[config.mk]
export PLATFORM = sky130hd
export DESIGN_NAME = approx_dot_acc
export DESIGN_NICKNAME = d
export VERILOG_FILES = /design/src/rtl/approx_pkg.sv /design/src/rtl/approx_dot_acc_add.sv /design/src/rtl/approx_dot_acc.sv
export SDC_FILE = /design/constraint.sdc
export NUM_CORES = 1
export LEC_CHECK = 0
export CAP_MARGIN = 0
export CORE_UTILIZATION = 50
export CTS_BUF_LIST = sky130_fd_sc_hd__clkbuf_8
export CTS_CLUSTER_SIZE = 24
export DETAILED_ROUTE_END_ITERATION = 7
export PLACE_DENSITY = 0.8
export RECOVER_POWER = 100
export SLEW_MARGIN = 20
export SYNTH_ARGS = -nofsm -noshare
export SYNTH_HDL_FRONTEND = slang
export SYNTH_SLANG_ARGS = --single-unit
[constraint.sdc]
create_clock -name clk -period 7.8 [get_ports clk]
set_input_delay 1.95 -clock clk [delete_from_list [all_inputs] [get_ports clk]]
set_output_delay 1.95 -clock clk [all_outputs]
set_load 0.03 [all_outputs]
[src/rtl/approx_pkg.sv]
// approx_pkg -- shared definitions for the approximate dot-product accumulator.
//   PROD_W     : width of one approximate 8x8 multiplier product
//   DEF_LEN    : default number of products per frame
//   DEF_ACC_W  : default accumulator / result width
//   state_t    : frame controller states (ACC = collecting, HOLD = result held)
package approx_pkg;

  localparam int PROD_W    = 16;
  localparam int DEF_LEN   = 8;
  localparam int DEF_ACC_W = 24;

  typedef enum logic {
    ACC  = 1'b0,
    HOLD = 1'b1
  } state_t;

endpackage

[src/rtl/approx_dot_acc_add.sv]
// approx_acc_add -- combinational accumulate step: acc + zero-extended prod.
// Build option APPROX_ACC_SAT_EN:
//   defined   : any carry out of ACC_W, or an already-set sticky flag, clamps
//               the sum to all-ones and raises ovf_out (sticky for the frame).
//   undefined : the sum wraps modulo 2^ACC_W and ovf_out is 0.
// Ports:
//   acc     in  ACC_W   running sum
//   prod    in  PROD_W  product to add (unsigned)
//   ovf_in  in  1       sticky overflow flag of the current frame
//   sum     out ACC_W   next running sum
//   ovf_out out 1       next sticky overflow flag
module approx_acc_add
  import approx_pkg::*;
#(
  parameter int ACC_W = DEF_ACC_W
) (
  input  logic [ACC_W-1:0]  acc,
  input  logic [PROD_W-1:0] prod,
  input  logic              ovf_in,
  output logic [ACC_W-1:0]  sum,
  output logic              ovf_out
);

  // One extra bit captures the carry out of the accumulator width.
  logic [ACC_W:0] sum_ext;

  assign sum_ext = {1'b0, acc} + {{(ACC_W + 1 - PROD_W){1'b0}}, prod};

`ifdef APPROX_ACC_SAT_EN
  // Once the frame has overflowed it stays clamped, even if later adds would
  // not carry on their own.
  assign ovf_out = ovf_in | sum_ext[ACC_W];
  assign sum     = ovf_out ? {ACC_W{1'b1}} : sum_ext[ACC_W-1:0];
`else
  logic unused_ovf;

  assign sum        = sum_ext[ACC_W-1:0];
  assign ovf_out    = 1'b0;
  assign unused_ovf = ^{ovf_in, sum_ext[ACC_W]};
`endif

endmodule

[src/rtl/approx_dot_acc.sv]
// approx_dot_acc -- accumulates LEN approximate-multiplier products per frame
// and presents the frame sum through a valid/ready output handshake.
// Build option APPROX_ACC_SAT_EN selects saturating accumulation with an
// overflow flag; without it the sum wraps and out_ovf is 0.
// Ports:
//   clk        in  1       clock, rising edge
//   rst_n      in  1       synchronous active-low reset
//   clear      in  1       synchronous frame flush (beats accept/handshake)
//   in_valid   in  1       in_prod is valid
//   in_ready   out 1       product accepted this cycle when in_valid=1
//   in_prod    in  16      unsigned product
//   out_valid  out 1       out_sum / out_ovf valid
//   out_ready  in  1       consumer takes the result
//   out_sum    out ACC_W   frame sum
//   out_ovf    out 1       frame sum overflowed ACC_W
module approx_dot_acc
  import approx_pkg::*;
#(
  parameter int LEN   = DEF_LEN,
  parameter int ACC_W = DEF_ACC_W
) (
  input  logic              clk,
  input  logic              rst_n,
  input  logic              clear,
  input  logic              in_valid,
  output logic              in_ready,
  input  logic [PROD_W-1:0] in_prod,
  output logic              out_valid,
  input  logic              out_ready,
  output logic [ACC_W-1:0]  out_sum,
  output logic              out_ovf
);

  localparam int CNT_W = $clog2(LEN);
  localparam logic [CNT_W-1:0] LAST = CNT_W'(LEN - 1);

  state_t           state;
  state_t           state_nxt;
  logic [ACC_W-1:0] acc;
  logic [ACC_W-1:0] sum;
  logic [CNT_W-1:0] cnt;
  logic             ovf_flag;
  logic             ovf_nxt;
  logic             accept;

  approx_acc_add #(
    .ACC_W(ACC_W)
  ) u_add (
    .acc    (acc),
    .prod   (in_prod),
    .ovf_in (ovf_flag),
    .sum    (sum),
    .ovf_out(ovf_nxt)
  );

  assign accept = in_valid & in_ready;

  // NOTE: every output of this block gets a default first so no path leaves
  // a variable unassigned, which would infer a latch.
  always_comb begin
    state_nxt = state;
    in_ready  = 1'b0;
    out_valid = 1'b0;
    case (state)
      ACC: begin
        in_ready = 1'b1;
        if (in_valid && cnt == LAST) state_nxt = HOLD;
      end
      HOLD: begin
        out_valid = 1'b1;
        if (out_ready) state_nxt = ACC;
      end
      default: state_nxt = ACC;
    endcase
    if (clear) state_nxt = ACC;
  end

  // NOTE: state uses non-blocking assignments so every register samples the
  // pre-edge values regardless of statement order.
  always_ff @(posedge clk) begin
    if (!rst_n) state <= ACC;
    else        state <= state_nxt;
  end

  // Datapath. The result registers only load on the final accept of a frame,
  // so they stay frozen throughout HOLD and across the following ACC phase.
  always_ff @(posedge clk) begin
    if (!rst_n) begin
      acc      <= '0;
      cnt      <= '0;
      ovf_flag <= 1'b0;
      out_sum  <= '0;
      out_ovf  <= 1'b0;
    end else if (clear) begin
      acc      <= '0;
      cnt      <= '0;
      ovf_flag <= 1'b0;
    end else if (accept) begin
      if (cnt == LAST) begin
        out_sum  <= sum;
        out_ovf  <= ovf_nxt;
        acc      <= '0;
        cnt      <= '0;
        ovf_flag <= 1'b0;
      end else begin
        acc      <= sum;
        cnt      <= cnt + 1'b1;
        ovf_flag <= ovf_nxt;
      end
    end
  end

endmodule

run_1/pdn.png
Scale bar: 20 um. Pins as bars on the die edge.
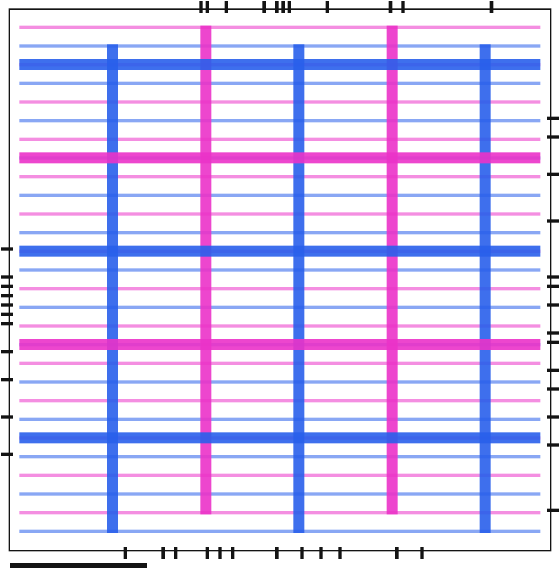
magenta -> VDD
blue -> VSS
met1 rails = 28
met5 straps = 5
horizontal die dimension: 78.7 um
Core ar.: 5570 sq um
Die Span Y: 78.7 um
IR drop worst, VDD: 81.3 uV

run_1/cell_classes.png
Scale bar: 20 um.
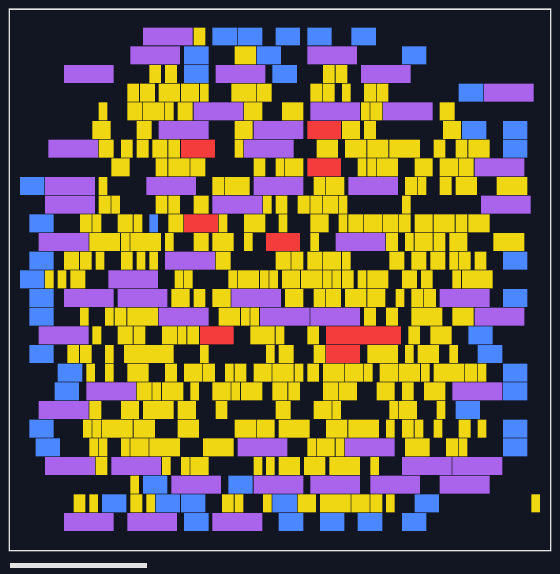
purple -> flip-flops  # cells 52, share of their area 30%
yellow -> all other logic  # cells 295, share of their area 53%
blue -> other buffers and delay cells  # cells 47, share of their area 13%
red -> clock drivers and dummy loads  # cells 8, share of their area 3.7%
fin util: 0.633
final cell area excluding filler cells: 3530 sq um

run_1/clock_map.png
Scale bar: 20 um.
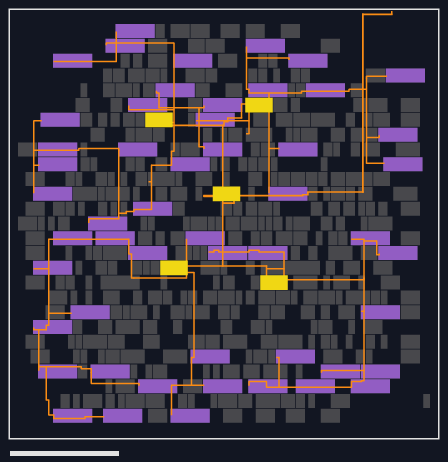
purple -> flip-flops  # count 52
yellow -> cells driving clock nets  # count 5
orange -> clock wires  # length 665 um
routed clock nets = 6
flops lie = widely spread
clock network power share: 0.367
Layout Skew: 8.19 ps
clock insertion delay at the later pin of the skew report: 310 ps
power of the clock network: 0.204 mW

run_1/metal_stack.png
Two of the layers only.
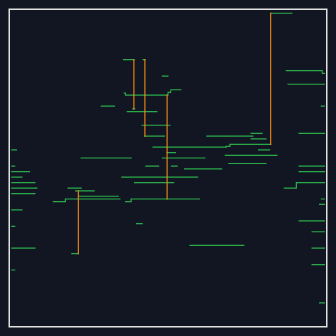
orange -> met4  # wire length 105 um
green -> met3  # wire length 363 um
Avg WL per Cell: 15.5 um
total via count after detailed routing: 2,817
total wire length after detailed routing: 7330 um
overall routing resource usage: 0.249

==> git commit body, run 1 <==
Refresh implementation metrics

- Number of warnings in the stage logs: 26
* Antenna diode count: 0
- Final setup viols: 0
- Fraction of the core area occupied by cells at floorplan: 0.527
* Switch share: 0.253
* Cell type with the highest aggregate area in the netlist: sky130_fd_sc_hd__dfxtp_1
- # placed instances: 466
* Unrepaired setup endpoints after global routing: false
* Clock buffer count from CTS: 5
* Hold Crit Class: register to register
* Ports placed on the boundary: 48
- Most common logic cell in the routed design: sky130_fd_sc_hd__nand2_1
- Iteration-0 DRC Markers: 284
- Max fanout on the critical path was recorded as 18.
* Hold slack final: 453 ps
* Depth of the CTS H-tree: 2
- The average instance in the mapped netlist occupies 7.99 sq um.
- Setup tns final: 0 ps
- Worst-path cell chain: dlygate4sd3_1 -> nor2b_1 -> nand2_1 -> nor2_1 -> clkbuf_1 -> o211ai_1 -> o21ai_0 -> a31oi_1
* Number of sinks driven by the clock tree: 52
- Fraction of the mapped netlist area in adder cells: 0.0834
* Prevailing post-synth register cell: sky130_fd_sc_hd__dfxtp_1
- The chip occupies 6190 sq um.
* Total net switching power: 0.141 mW
- Buffers inserted to repair hold after CTS numbered 0.
- Start point of the critical path: in_valid
- Looking at the post-CTS report, the setup buffer insertion count equals 0.
* Hold violation total from the final report: 0
- The run finished with clean final reports.
- Crit path capture: out_sum[13]$_SDFFE_PN0P_
- EDFF count, synth: 0
- Biggest area contributors in the synthesized netlist: sky130_fd_sc_hd__dfxtp_1 (35%), sky130_fd_sc_hd__ha_1 (7.7%), sky130_fd_sc_hd__nand2_1 (6.8%)
- Largest family of logic cells by area: AND-OR/OR-AND gates
- Synthesis produced 368 cells.
* Nature of the critical path startpoint: input port
* Resize count post-CTS: 0
* Path depth of the worst reg2reg path: 7
* FF-to-FF setup slack: 4720 ps
* Clk buf depth: 2
- The worst hold path passes through 2 cells.
- Mux contribution to synthesized area: 0
- Entering global routing, the biggest net connects 27 pins.
* Registers with the highest flip-flop counts: acc: 24 flops, out_sum: 24 flops, cnt: 3 flops
* Worst path setup slack after routing: 2850 ps
- ANT nets after route: 0
* Post-synthesis async set-or-reset flop share: 0
- The count of cells in the finished layout, fillers not included, comes to 474.
* TritonCTS clock tree: done
* Worst setup path class: input port to register
- First-pass iteration count of the detailed router: 4
- Per the detail_route report, DRC violations left total 0.
- Of the available clock period, the critical path in the final layout requires 0.634.
- Root Buffer: sky130_fd_sc_hd__clkbuf_8
* Via count of the first global-routing pass: 2,678
* Row count: 27
- Per the final layout report, the fraction of cells sized above drive strength 1 comes to 0.0274.
- NumNets Final: 441
* Number of pins exceeding their max-slew limit in the final report: 0
- For this run, the slowest stage of the critical path takes 860 ps.
- Slew of the pin with the lowest slew margin: 1090 ps
- Cell count in the Yosys report: 368
* Internal power: 0.416 mW
- Of the post-synthesis cell area, the dominant cell type holds 0.354.
* Sequential element share of the synthesized area: 0.354
- Data arrives at the worst endpoint at 5130 ps.
- The cell area that synthesis handed to floorplanning was 2940 sq um.
- Highest clock rate: 202 MHz
- In this run the cell area measured after placement is 3410 sq um.
- Leading cell types by count after synthesis: sky130_fd_sc_hd__nand2_1 (53), sky130_fd_sc_hd__dfxtp_1 (52), sky130_fd_sc_hd__a21oi_1 (38), sky130_fd_sc_hd__nor2_1 (32)
- At floorplan, the net count of the design was reported as 408.
- Per the OpenROAD timing report, the critical path contains 8 cells.
- Of the total power, combinational logic draws 0.146.
* Sequential fraction of design power: 0.488
* Start of the worst register-to-register path: state$_SDFF_PP0_
- Final weighted congestion in routability-driven placement: 0.916
* Overall Power: 0.558 mW
- Cell with the largest stage delay on the worst path: sky130_fd_sc_hd__nor2_1
- Critical Path RT: 7980 ps
* Detailed-route vias per instance: 5.94
* End of the worst register-to-register path: out_sum[13]$_SDFFE_PN0P_
- The Yosys step of the flow raised 0 warnings.
- The cell-mix breakdown from Yosys lists the XOR/XNOR area share as 0.0536.
* Power density of the placed cells: 158 nW/um^2
- Final critical delay including setup and external delays: 4950 ps
- Input and output buffers added on the ports amount to 46.
- Reg clk slew, reported paths: 100 ps
* Synth Area in Simple Gates: 0.220
[run 1: final cells by class]
type                       count  area, sq um
clock buffer                   7         96.3
sequential                    52         1040
inverter                       4         15.0
timing repair buffer          47          464
fill                         524         2040
clock inverter                 1         30.0
multi-input combinational    291         1790
tap                           72         90.1
[run 1: per-layer routing]
layer / part of all wire / GRT usage / wire (um)
met1: 0.46 / 0.322 / 3390
met2: 0.47 / 0.416 / 3470
met3: 0.050 / 0.0477 / 363
met4: 0.014 / 0.0778 / 105
met5: 0 / 0 / 0
[run 1: power by group through the flow]
stage	combinational (mW)	clock [mW]	sequential, mW
6_report	0.0813	0.204	0.272
5_1_grt	0.0898	0.218	0.273
4_1_cts	0.0816	0.207	0.272
3_5_place_dp	0.0811	0	0.278
3_3_place_gp	0.0794	0	0.278
2_1_floorplan	0.0580	0	0.277
run_1/final_placement.png
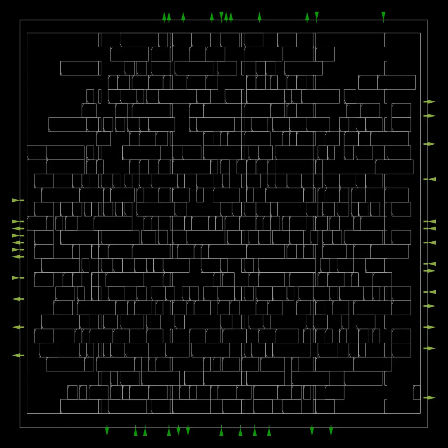

==> run 2: changes to the inputs <==
clock period = 4.7 ns   (was 7.8 ns; I/O delays follow)
run_2/final_placement.png
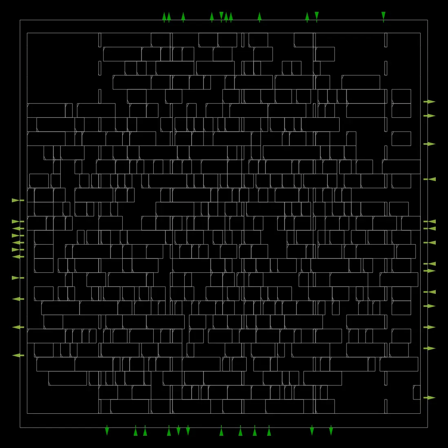
number of filler instances in the final layout: 491
sequential fraction of total cell area: 0.294

==> git commit body, run 2 <==
Refresh implementation metrics

- The worst hold slack is 454 ps (+1.26 ps).
- Antenna diode count: 0 (unchanged)
* Critical Path RT: 4910 ps (-3070 ps)
- Overall routing resource usage: 0.253 (+0.00333)
- The clock period could shrink to 3720 ps.
- Maximum fanout along the worst path: 3 (-15)
- The worst setup path is of the input port to register kind.
- The core footprint was 5570 sq um (unchanged).
- Crit path capture: acc[22]$_SDFFE_PP0P_
* ANT nets after route: 0 (unchanged)
- The type recorded for the worst min-delay path is register to register.
- Power of the clock network: 0.307 mW (+50%)
* Netlist area before placement: 2940 sq um (unchanged)
- The fraction of layout cells with a size suffix above 1 came to 0.0296 (+0.00219).
- The most critical setup path has its startpoint at in_prod[0].
- Number of pins exceeding their max-slew limit in the final report: 0 (unchanged)
- The largest voltage drop on the vdd net came to 155 uV (+90%).
- By count the netlist is led by sky130_fd_sc_hd__nand2_1 (53), sky130_fd_sc_hd__dfxtp_1 (52), sky130_fd_sc_hd__a21oi_1 (38), sky130_fd_sc_hd__nor2_1 (32).
* Final cell area excluding filler cells: 3540 sq um (+0.21%)
- Reg clk slew, reported paths: 90 ps (about the same)
- The number of cells in the finished layout apart from fillers is 478 (+0.84%).
* Horizontal die dimension: 78.7 um (unchanged)
- The flow ran to the end, and the final reports show no timing, DRC or antenna violations.
- Tally of yosys warning messages: 0 (unchanged)
- The buffer levels on the longest clock path is 2 (unchanged).
- Slew of the pin with the lowest slew margin: 1330 ps (+231 ps)
- Critical Path Max Stage Delay: 540 ps (-320 ps)
- The number of input and output port buffers inserted was 46 (unchanged).
- Data arrival at the endpoint of the critical path: 3920 ps (-1210 ps)
- The main area contributors are sky130_fd_sc_hd__dfxtp_1 (35%), sky130_fd_sc_hd__ha_1 (7.7%), sky130_fd_sc_hd__nand2_1 (6.8%).
- Final weighted congestion in routability-driven placement: 0.891 (-2.7%)
* Resize count post-CTS: 0 (unchanged)
- Cell count in the Yosys report: 368 (unchanged)
- The fraction of registers with async set/reset is 0 (unchanged).
- Clock buffer count from CTS: 5 (unchanged)
- Per the cell usage report, the commonest logic cell in the layout is sky130_fd_sc_hd__nand2_1.
- Cell type with the highest aggregate area in the netlist: sky130_fd_sc_hd__dfxtp_1
- Looking at the reg2reg group, the worst path ends at out_sum[9]$_SDFFE_PN0P_.
- The number of hold buffers added after cts was 0 (unchanged).
- The internal portion of total power came to 0.661 mW (+59%).
- The per-cell routed wire length came to 15.3 um (-0.76%).
- The power consumption came to 0.897 mW (+61%).
- The largest net degree at the start of global routing came to 26 (-3.7%).
- The switching power of the nets is 0.236 mW (+67%).
- The number of nets in the synthesized netlist was 408 (unchanged).
- The report lists the cells along the critical path as dlygate4sd3_1 -> ha_1 -> fa_1 -> a21oi_1 -> o211ai_1 -> or3_1 -> a21oi_1 -> and3_1 -> a211oi_1 -> a221oi_1.
* Portion of total power attributed to combinational logic: 0.154 (+0.008)
* Die Footprint: 6190 sq um (unchanged)
- Clock insertion delay at the later pin of the skew report: 320 ps (about the same)
- The largest registers in the layout are acc: 24 flops, out_sum: 24 flops, cnt: 3 flops.
- Sequential fraction of design power: 0.503 (+0.015)
- Power density of the placed cells: 254 nW/um^2 (+60%)
- The number of remaining DRC errors is 0 (unchanged).
* Detailed-route vias per instance: 5.85 (-1.5%)
- The area occupied by registers was 1040 sq um (unchanged).
- The setup total negative slack was 0 ps (unchanged).
- The flip-flop and latch power was 0.451 mW (+66%).
* Fraction of the core area occupied by cells at floorplan: 0.527 (unchanged)
- The flow reports an fmax of 269 MHz.
- The number of cells on the worst reg-to-reg path was 6 (-1).
- Combinational gate power: 0.138 mW (+70%)
- The setup slack of the worst register-to-register path came to 2080 ps (-2640 ps).
- Standard cell area after detailed placement: 3440 sq um (+0.88%)
- The final setup skew was 7.36 ps (-0.830 ps).
- The tree is rooted in a sky130_fd_sc_hd__clkbuf_8.
- Logic area: 1790 sq um (unchanged)
- Via count of the first global-routing pass: 2,671 (-0.26%)
- STA classifies the critical path startpoint as an input port.
- The group that draws the most power in this run is registers.
- EDFF count, synth: 0 (unchanged)
* Number of buffers inserted by post-CTS setup repair: 0 (unchanged)
- TritonCTS built the clock tree.
* Iteration-0 DRC Markers: 209 (-26%)
* Prevailing post-synth register cell: sky130_fd_sc_hd__dfxtp_1
- # placed instances: 470 (+0.86%)
* Number of standard cells after synthesis: 368 (unchanged)
- Fin util: 0.635 (+0.00135)
* Number of warnings in the stage logs: 26 (unchanged)
- The final net count came to 445 (+0.91%).
* Start of the worst register-to-register path: cnt[0]$_SDFFE_PP0P_
- In the finished design, the share of the clock period the worst path needs comes to 0.791.
- Hold violation total from the final report: 0 (unchanged)
- Setup repair after global routing left no endpoint under its margin.
* Total via count after detailed routing: 2,798 (-0.67%)
* Top-area cell type share of the netlist area: 0.354 (unchanged)
- On the critical path, the stage with the largest delay is an instance of sky130_fd_sc_hd__dlygate4sd3_1.
- The number of core rows was 27 (unchanged).
- The clock net sink count is 52 (unchanged).
- Ports placed on the boundary: 48 (unchanged)
- The switching power share of the total is 0.264 (+0.0102).
[run 2: routing by layer]
layer  track usage  part of all wire
met2         0.418              0.45
met4        0.0759             0.017
met1         0.327              0.45
met5             0                 0
met3        0.0535             0.075
[run 2: logic make-up (layout without fill, tap and decap cells)]
group,count (synthesis),in the layout,share of synthesized area
AOI/OAI and AO/OA,115,115,0.252
xor gates and xnor gates,18,18,0.0536
adders and majority gates,19,19,0.0834
buffers and inverters,25,63,0.0349
DFF,52,52,0.354
other,1,1,0.00128
and+or+nand+nor,138,138,0.220
[run 2: layout make-up]
cell class              instances  share of cell area
clock inverters                 3              0.0110
multi-input cells             291               0.507
well taps                      72              0.0255
flip-flops and latches         52               0.294
inverters                       4             0.00424
clock buffers                   5              0.0195
repair buffers                 51               0.139
==> run 3: changes to the inputs <==
clock period = 3.8 ns   (was 4.7 ns; I/O delays follow)
==> git commit body, run 3 <==
Refresh implementation metrics

* Outcome: completed
* Biggest area contributors in the synthesized netlist: sky130_fd_sc_hd__dfxtp_1 (35%), sky130_fd_sc_hd__ha_1 (7.7%), sky130_fd_sc_hd__nand2_1 (6.8%)
- Clock buffer count from CTS: 5 (unchanged)
- Worst setup slack after placement: 166 ps
* Power density of the placed cells: 329 nW/um^2 (+30%)
* Internal power: 0.885 mW (+34%)
- Hold Crit Class: register to register
- The remaining number of nets flagged by the antenna check after routing was 0 (unchanged).
* Start point of the critical path: in_prod[0]
- The number of fillers in the final layout came to 510 (+3.9%).
- The sequential share of power came to 0.475 (-0.028).
* Data arrival at the endpoint of the critical path: 3630 ps (-290 ps)
* Die Footprint: 6190 sq um (unchanged)
- The number of flip-flops and latches came to 52 (unchanged).
* TritonCTS clock tree: done
- The number of multi-input logic gates came to 291 (unchanged).
- From the final report, the count of setup violators was given as 0.
* Path depth of the worst reg2reg path: 7 (+1)
- N_taps: 72 (unchanged)
- The area occupied by registers was 1040 sq um (unchanged).
- Crit end category: register
* Portion of total power attributed to combinational logic: 0.149 (-0.005)
- Non-Clock Inverter Count: 4 (unchanged)
- Cell count in the Yosys report: 368 (unchanged)
- Sequential group power: 0.559 mW (+24%)
* Fraction of the mapped netlist area in adder cells: 0.0834 (unchanged)
* Maximum fanout along the worst path: 3 (unchanged)
- The worst hold slack came to 452 ps (-2.25 ps).
* DRC violations left: 0 (unchanged)
- The fraction of area in clock buffers and inverters was 0.0360 (+0.00562).
* Synth Area in Simple Gates: 0.220 (unchanged)
* Cell with the largest stage delay on the worst path: sky130_fd_sc_hd__clkdlybuf4s50_1
- Hold-critical path depth: 2
- AO/OA Area Share: 0.252 (unchanged)
- Met1 routing resource usage after global routing: 0.345 (+0.0188)
- STA lists the startpoint of the worst hold path as out_sum[7]$_SDFFE_PN0P_.
- Slew of the pin with the lowest slew margin: 1230 ps (-95.6 ps)
- Fraction of met2 tracks used by global routing: 0.437 (+0.0183)
- The post-placement cell count was 474 (+0.85%).
- GRT Max-Usage Layer: met2
* Sink of the worst hold path: out_sum[7]$_SDFFE_PN0P_
* Top power group: registers
* Resize count post-CTS: 0 (unchanged)
- EDFF count, synth: 0 (unchanged)
- Standard cell area after detailed placement: 3470 sq um (+0.87%)
- The final timing report derives a shortest allowable period of 3430 ps.
- The register clock-pin slew on the reported worst setup and hold paths is 90 ps (about the same).
* Via count of the first global-routing pass: 2,741 (+2.6%)
- In this run the critical register-to-register path is launched from cnt[0]$_SDFFE_PP0P_.
- The routed via count divided by cell count is 6.01 (+2.6%).
* Root Buffer: sky130_fd_sc_hd__clkbuf_8
- By count the netlist is led by sky130_fd_sc_hd__nand2_1 (53), sky130_fd_sc_hd__dfxtp_1 (52), sky130_fd_sc_hd__a21oi_1 (38), sky130_fd_sc_hd__nor2_1 (32).
- Together, buffers and inverters on the worst path number 1.
- The cell count after synthesis came to 368 (unchanged).
* Core ar.: 5570 sq um (unchanged)
* Die Span Y: 78.7 um
* Worst setup path class: input port to register
- Most common cell in the netlist: sky130_fd_sc_hd__nand2_1
* Highest layer used for signal routing: met4
* Synthesized Nets: 408 (unchanged)
- Top cell class by occupied area: multi-input combinational cells
- Post-synthesis async set-or-reset flop share: 0 (unchanged)
- Nature of the critical path startpoint: input port
* Ports placed on the boundary: 48 (unchanged)
* Yosys stat chip area: 2940 sq um
- Sequential element share of the synthesized area: 0.354
* Most frequent cell on the critical path: sky130_fd_sc_hd__a21oi_1
- The switching power share of the total was 0.247 (-0.0160).
* Layout Skew: 6.84 ps (-0.520 ps)
- Combinational gate power: 0.176 mW (+28%)
- Remaining global-route overflow: 0
- Fraction of the core area occupied by cells at floorplan: 0.527 (unchanged)
- Final cell area excluding filler cells: 3580 sq um (+1.1%)
- Cell family contributing the most delay on the critical path: AND-OR/OR-AND gates
* Clkbuf count: 5 (unchanged)
- Horizontal die dimension: 78.7 um (unchanged)
- The number of antenna repair diodes is 0 (unchanged).
* Logic area: 1790 sq um (about the same)
* Row count: 27 (unchanged)
* Unrepaired setup endpoints after global routing: false
- In this build the clock could be raised as far as 292 MHz.
* Iteration-0 DRC Markers: 232 (+11%)
- Sequential fraction of total cell area: 0.291 (-0.00319)
* Total net switching power: 0.291 mW (+23%)
* Prevailing post-synth register cell: sky130_fd_sc_hd__dfxtp_1
- The synthesized design spends more area on one cell type than any other, namely sky130_fd_sc_hd__dfxtp_1.
- The clock latency on the worst-skew pair came to 300 ps (-20 ps).
* Registers with the highest flip-flop counts: acc: 24 flops, out_sum: 24 flops, cnt: 3 flops
- Overall Power: 1.18 mW (+31%)
- Netlist area before placement: 2940 sq um (unchanged)
- Hold violation total from the final report: 0 (unchanged)
* M3 GR Usage: 0.0395 (-0.0140)
- The number of warnings issued by yosys was 0 (unchanged).
- Critical Path Max Stage Delay: 410 ps (-130 ps)
* Met1 wire length: 3550 um (+6.9%)
- Most common logic cell in the routed design: sky130_fd_sc_hd__nand2_1
- Critical Path RT: 4000 ps (-910 ps)
* Number of warnings in the stage logs: 26 (unchanged)
* Met2 Routed Length: 3620 um (+8.6%)
- The placer congestion estimate was 0.876 (-1.7%).
- IR drop worst, VDD: 241 uV (+55%)
- The setup slack of the worst register-to-register path is 1030 ps (-1050 ps).
- Non-clock buffering overhead: 0.142 (+0.00374)
* Power of the clock network: 0.442 mW (+44%)
- Looking at the reg2reg group, the worst path ends at out_sum[1]$_SDFFE_PN0P_.
- The final net count came to 449 (+0.90%).
- The clock net sink count is 52 (unchanged).
- The buffer levels on the longest clock path was 2 (unchanged).
* Share of post-route cells with drive strength above 1: 0.0342 (+0.00467)
* Top-area cell type share of the netlist area: 0.354 (unchanged)
- The final cell utilization of the core was 0.642 (+0.00696).
* Crit path capture: acc[22]$_SDFFE_PP0P_
- Post-layout period usage: 0.902
- The number of input and output port buffers inserted is 46 (unchanged).
- Number of pins exceeding their max-slew limit in the final report: 0 (unchanged)
- Setup tns final: 0 ps (unchanged)
* Post-cts hold buffer count: 0 (unchanged)
- The post-synthesis share of cell area spent on xor and xnor gates came to 0.0536 (unchanged).
* Largest family of logic cells by area: AND-OR/OR-AND gates
- Number of buffers inserted by post-CTS setup repair: 0 (unchanged)
* Pin count of the biggest net entering global routing: 23 (-12%)
- The initial antenna violation count was 0.
- Non-clock buffers: 55 (+7.8%)
- Met3 wire length: 424 um (-23%)
- Mux contribution to synthesized area: 0 (unchanged)
- Fraction of standard cell area in multi-input logic: 0.501 (-0.00585)
* Final cell count without fillers: 481 (+0.63%)
- Listed in order, past its start point the critical path passes clkdlybuf4s50_1 -> ha_1 -> fa_1 -> a21oi_1 -> o211ai_1 -> or3_1 -> a21oi_1 -> and3_1 -> a211oi_1 -> a221oi_1.
[run 3: cell count changes in the layout (fill, tap and decap cells not counted), sizes merged]
cell           before  now
clkdlybuf4s50      17   18
clkbuf              7   10
buf                 3    4
bufinv              1    2
clkinv              2    1
dlygate4sd3        29   28
inv                 4    3
[run 3: worst register-to-register path, cell delays in order, from the launching register on]
cell and delay, ps:
sky130_fd_sc_hd__dfxtp_1 360, sky130_fd_sc_hd__ha_1 170, sky130_fd_sc_hd__ha_1 380, sky130_fd_sc_hd__nand2_1 150, sky130_fd_sc_hd__nor2_1 950, sky130_fd_sc_hd__clkbuf_1 430
sky130_fd_sc_hd__nand2_1 110, sky130_fd_sc_hd__a21oi_1 150
run_3/metal_stack.png
Two of the layers only.
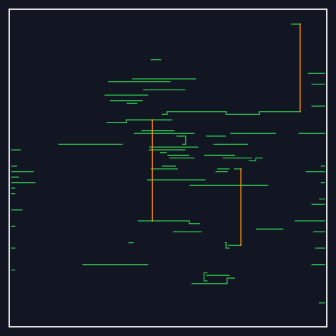
orange -> met4  # wire length 66.0 um
green -> met3  # wire length 425 um
Avg WL per Cell: 15.9 um
total wire length after detailed routing: 7660 um
overall routing resource usage: 0.261
total via count after detailed routing: 2,890

Power and IR drop assume default switching activity.
